Design gpio_in_ctrl, sky130hd; sources not shown.
Fig. 1: M1 wires
(3 px per µm) Supply wires on this layer in grey.
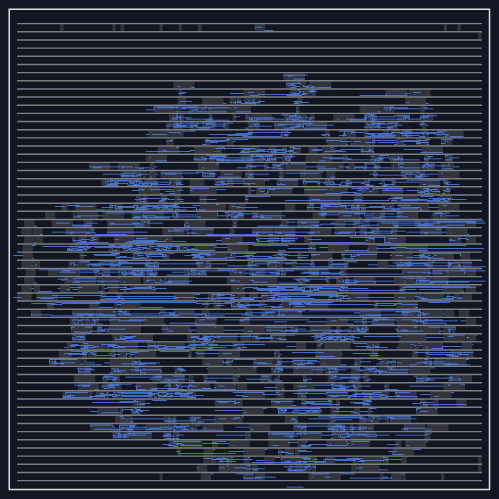
The longest straight run is 52.2 µm. The layer holds 52% of the routed length.
DR vias: 5444
WL final: 15200 µm
grt met1 use: 17.0%

Fig. 2: the metal 2 layer
(3 px per µm)
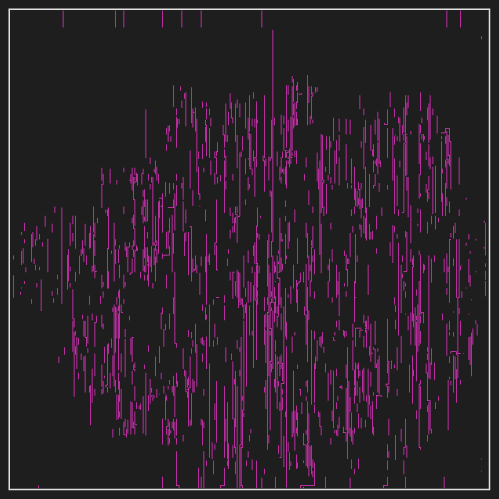
The wires run mostly vertical. The longest straight run is 70.4 µm. The layer carries 6700 µm of wire. The layer holds 44% of the routed length. 698 nets have wire on it.
met2 usage: 19.1%

Fig. 3: met3 routing
(4 px per µm)
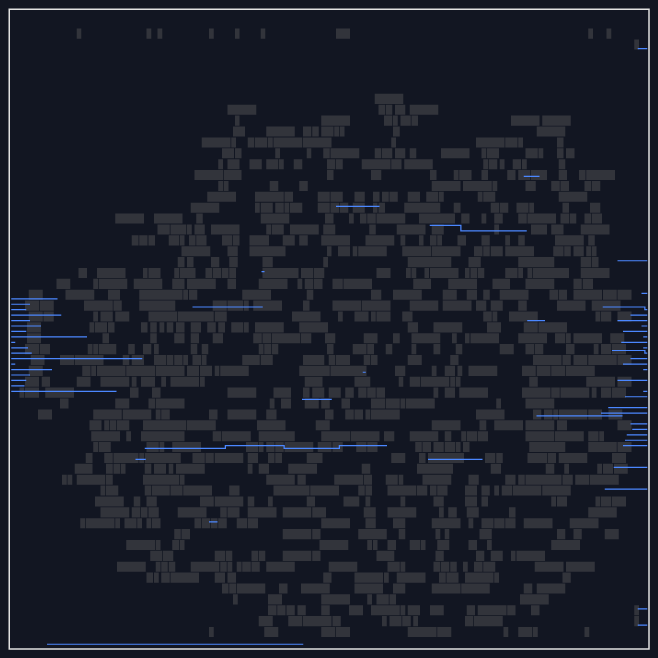
The wires run mostly horizontal. 53 nets have wire on it. The layer holds 3.5% of the routed length. The longest straight run is 63.7 µm.
met3 Track Usage GR: 3.49%

Fig. 4: clock wires, drivers and flops
(1.5 px per µm)
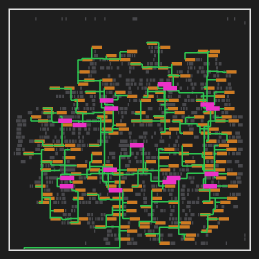
Key: green = clock wires [length 2160 µm]; orange = flip-flops [count 175]; magenta = clock drivers [count 17]
There are 18 routed clock nets.
Clock Power: 0.00123 W
Latency at later pin: 420 ps

==> run_results.csv <==
group,metric,value,unit
routing,drt_pass1_iterations,5,
timing,maxClockFrequency,0.265,GHz
cts,post_cts_resized,0,
run_status,status,"complete, but fails checks",
timing,grt_setup_unrepaired,"no",
flow_run,max_cap_viol_count,1,
global_route,grt_pass1_vias,5173,
global_route,track_usage,12.3,%
timing,slew_violations,41,
pwr,powerDensity,295,nW/µm²
synthesis,synthTopCellsByArea,"dfxtp_1 (48%), and2_1 (4.6%), nor2_1 (4.1%)",
routing,route.antenna.remaining_nets,0,
final_layout,final_common_cell,"dfxtp_1",
routing,drt_first_iter_violations,299,
routing,vias_per_cell,4.66,
synthesis,yosysWarnings,0,
synthesis,ys_area,7260,µm²
setup_path,reg2reg_slack,3270,ps
cts,cts_buffer_depth,2,
run_status,violations,"capacitance limit, slew limit",
synthesis,top_area_cell,"dfxtp_1",
setup_path,path_cells,"clkbuf_1 > inv_1 > a21oi_1",
cts,cts_inserted_buffers,17,
pwr,p_leak,2.74,nW
global_route,grt_pass1_wl,25900,µm
synthesis,synth_flops,175,
setup_path,crit_path_end_kind,"register",
final_layout,stdcell_count,1169,
floorplan,ios,123,
cts,htreeDepth,4,
final_layout,nFillCells,2413,
routing,wire_per_inst,13.0,µm
cts,clock-root-buffer,"clkbuf_16",
place,hpwl,10500,µm
setup_path,critPathRequiredTime,6030,ps
min_path,hold_path.class,"reg2reg",
final_layout,diodes,0,
floorplan,fp.dieW,160,µm
setup_path,cp.depth,3,
pwr,ir_drop,0.165,mV
place,gp_congestion,0.761,
flow_run,warnings,73,
final_layout,finalNetCount,933,
synthesis,synth_area,7260,µm²
global_route,grt_max_degree,41,
floorplan,die_h,160,µm
timing,setup-violations-final,0,
synthesis,ys_seq_share,48.2,%
setup_path,r2r_cells,4,
==> synth_stat cells (all sizes together) <==
| cell type | number |
|---|---|
| a2111oi | 1 |
| and2 | 53 |
| a21boi | 5 |
| nor2 | 80 |
| or3b | 1 |
| buf | 26 |
| o211ai | 5 |
| xor2 | 34 |
| o22ai | 3 |
| nand4b | 5 |
| mux2i | 7 |
| a21oi | 42 |
| mux2 | 3 |
| nor4 | 17 |
| a22oi | 12 |
| dfxtp | 175 |
| or3 | 22 |
| nor3b | 3 |
| o21a | 7 |
| a222oi | 1 |
| nand4bb | 1 |
| nor4bb | 1 |
| nor3 | 9 |
| inv | 24 |
| or4b | 2 |
| o31ai | 20 |
| or4 | 27 |
| clkbuf | 22 |
| and3 | 5 |
| and4 | 8 |
| conb | 1 |
| nand2b | 4 |
| nand3 | 38 |
| ha | 5 |
| nor4b | 4 |
| or2 | 4 |
| nand2 | 34 |
| nand4 | 22 |
| nor2b | 2 |
| xnor2 | 24 |
| o21ai | 30 |
==> final cells by class <==
class                   count  area, µm²  area share, %
inverters                  24       90.1           1.04
clock inverters             9        159           1.83
flip-flops and latches    175       3500           40.3
well taps                 319        399           4.59
repair buffers             64        611           7.02
multi-input cells         557       3480           40.0
clock buffers              21        460           5.29
==> where the power goes <==
| part | total, W | internal [W] | switching, W |
|---|---|---|---|
| clock | 0.00123 | 0.000755 | 0.000472 |
| combinational | 0.0000937 | 0.0000370 | 0.0000567 |
| sequential | 0.00124 | 0.00124 | 0.00000526 |
| total | 0.00256 | 0.00203 | 0.000534 |
==> cell families (layout without fill, tap and decap cells) <==
| group | after synthesis | count (layout) | share of synthesized area (%) |
|---|---|---|---|
| AND-OR/OR-AND | 126 | 126 | 10.8 |
| XOR/XNOR | 58 | 58 | 7.00 |
| adder cells (fa/ha/maj) | 5 | 5 | 0.861 |
| buffers and inverters | 72 | 118 | 4.72 |
| flip-flops | 175 | 175 | 48.2 |
| multiplexers | 10 | 10 | 1.43 |
| other | 1 | 16 | 0.0516 |
| AND/OR/NAND/NOR | 342 | 342 | 26.9 |
==> through the flow <==
stage	hold WS [ps]	instance area [µm²]	util [%]	total power, W
after global routing	443	8700	36.8	0.00266
after CTS	432	8710	36.9	0.00260
after floorplan	412	7320	-	0.00133
after global placement	414	8090	34.3	0.00137
after detailed placement	417	8090	34.3	0.00137
final	432	8700	36.8	0.00256
==> metal layers <==
layer	part of all wire (%)	GRT usage, %	wire (µm)	up-vias
met5	0	0	0	-
li1	-	-	-	2855
met3	3.5	3.49	534	7
met2	44	19.1	6700	73
met4	0.81	2.89	123	0
met1	51	17.0	7810	2509
Power figures rest on the tool's default switching activity, not on a simulated workload.
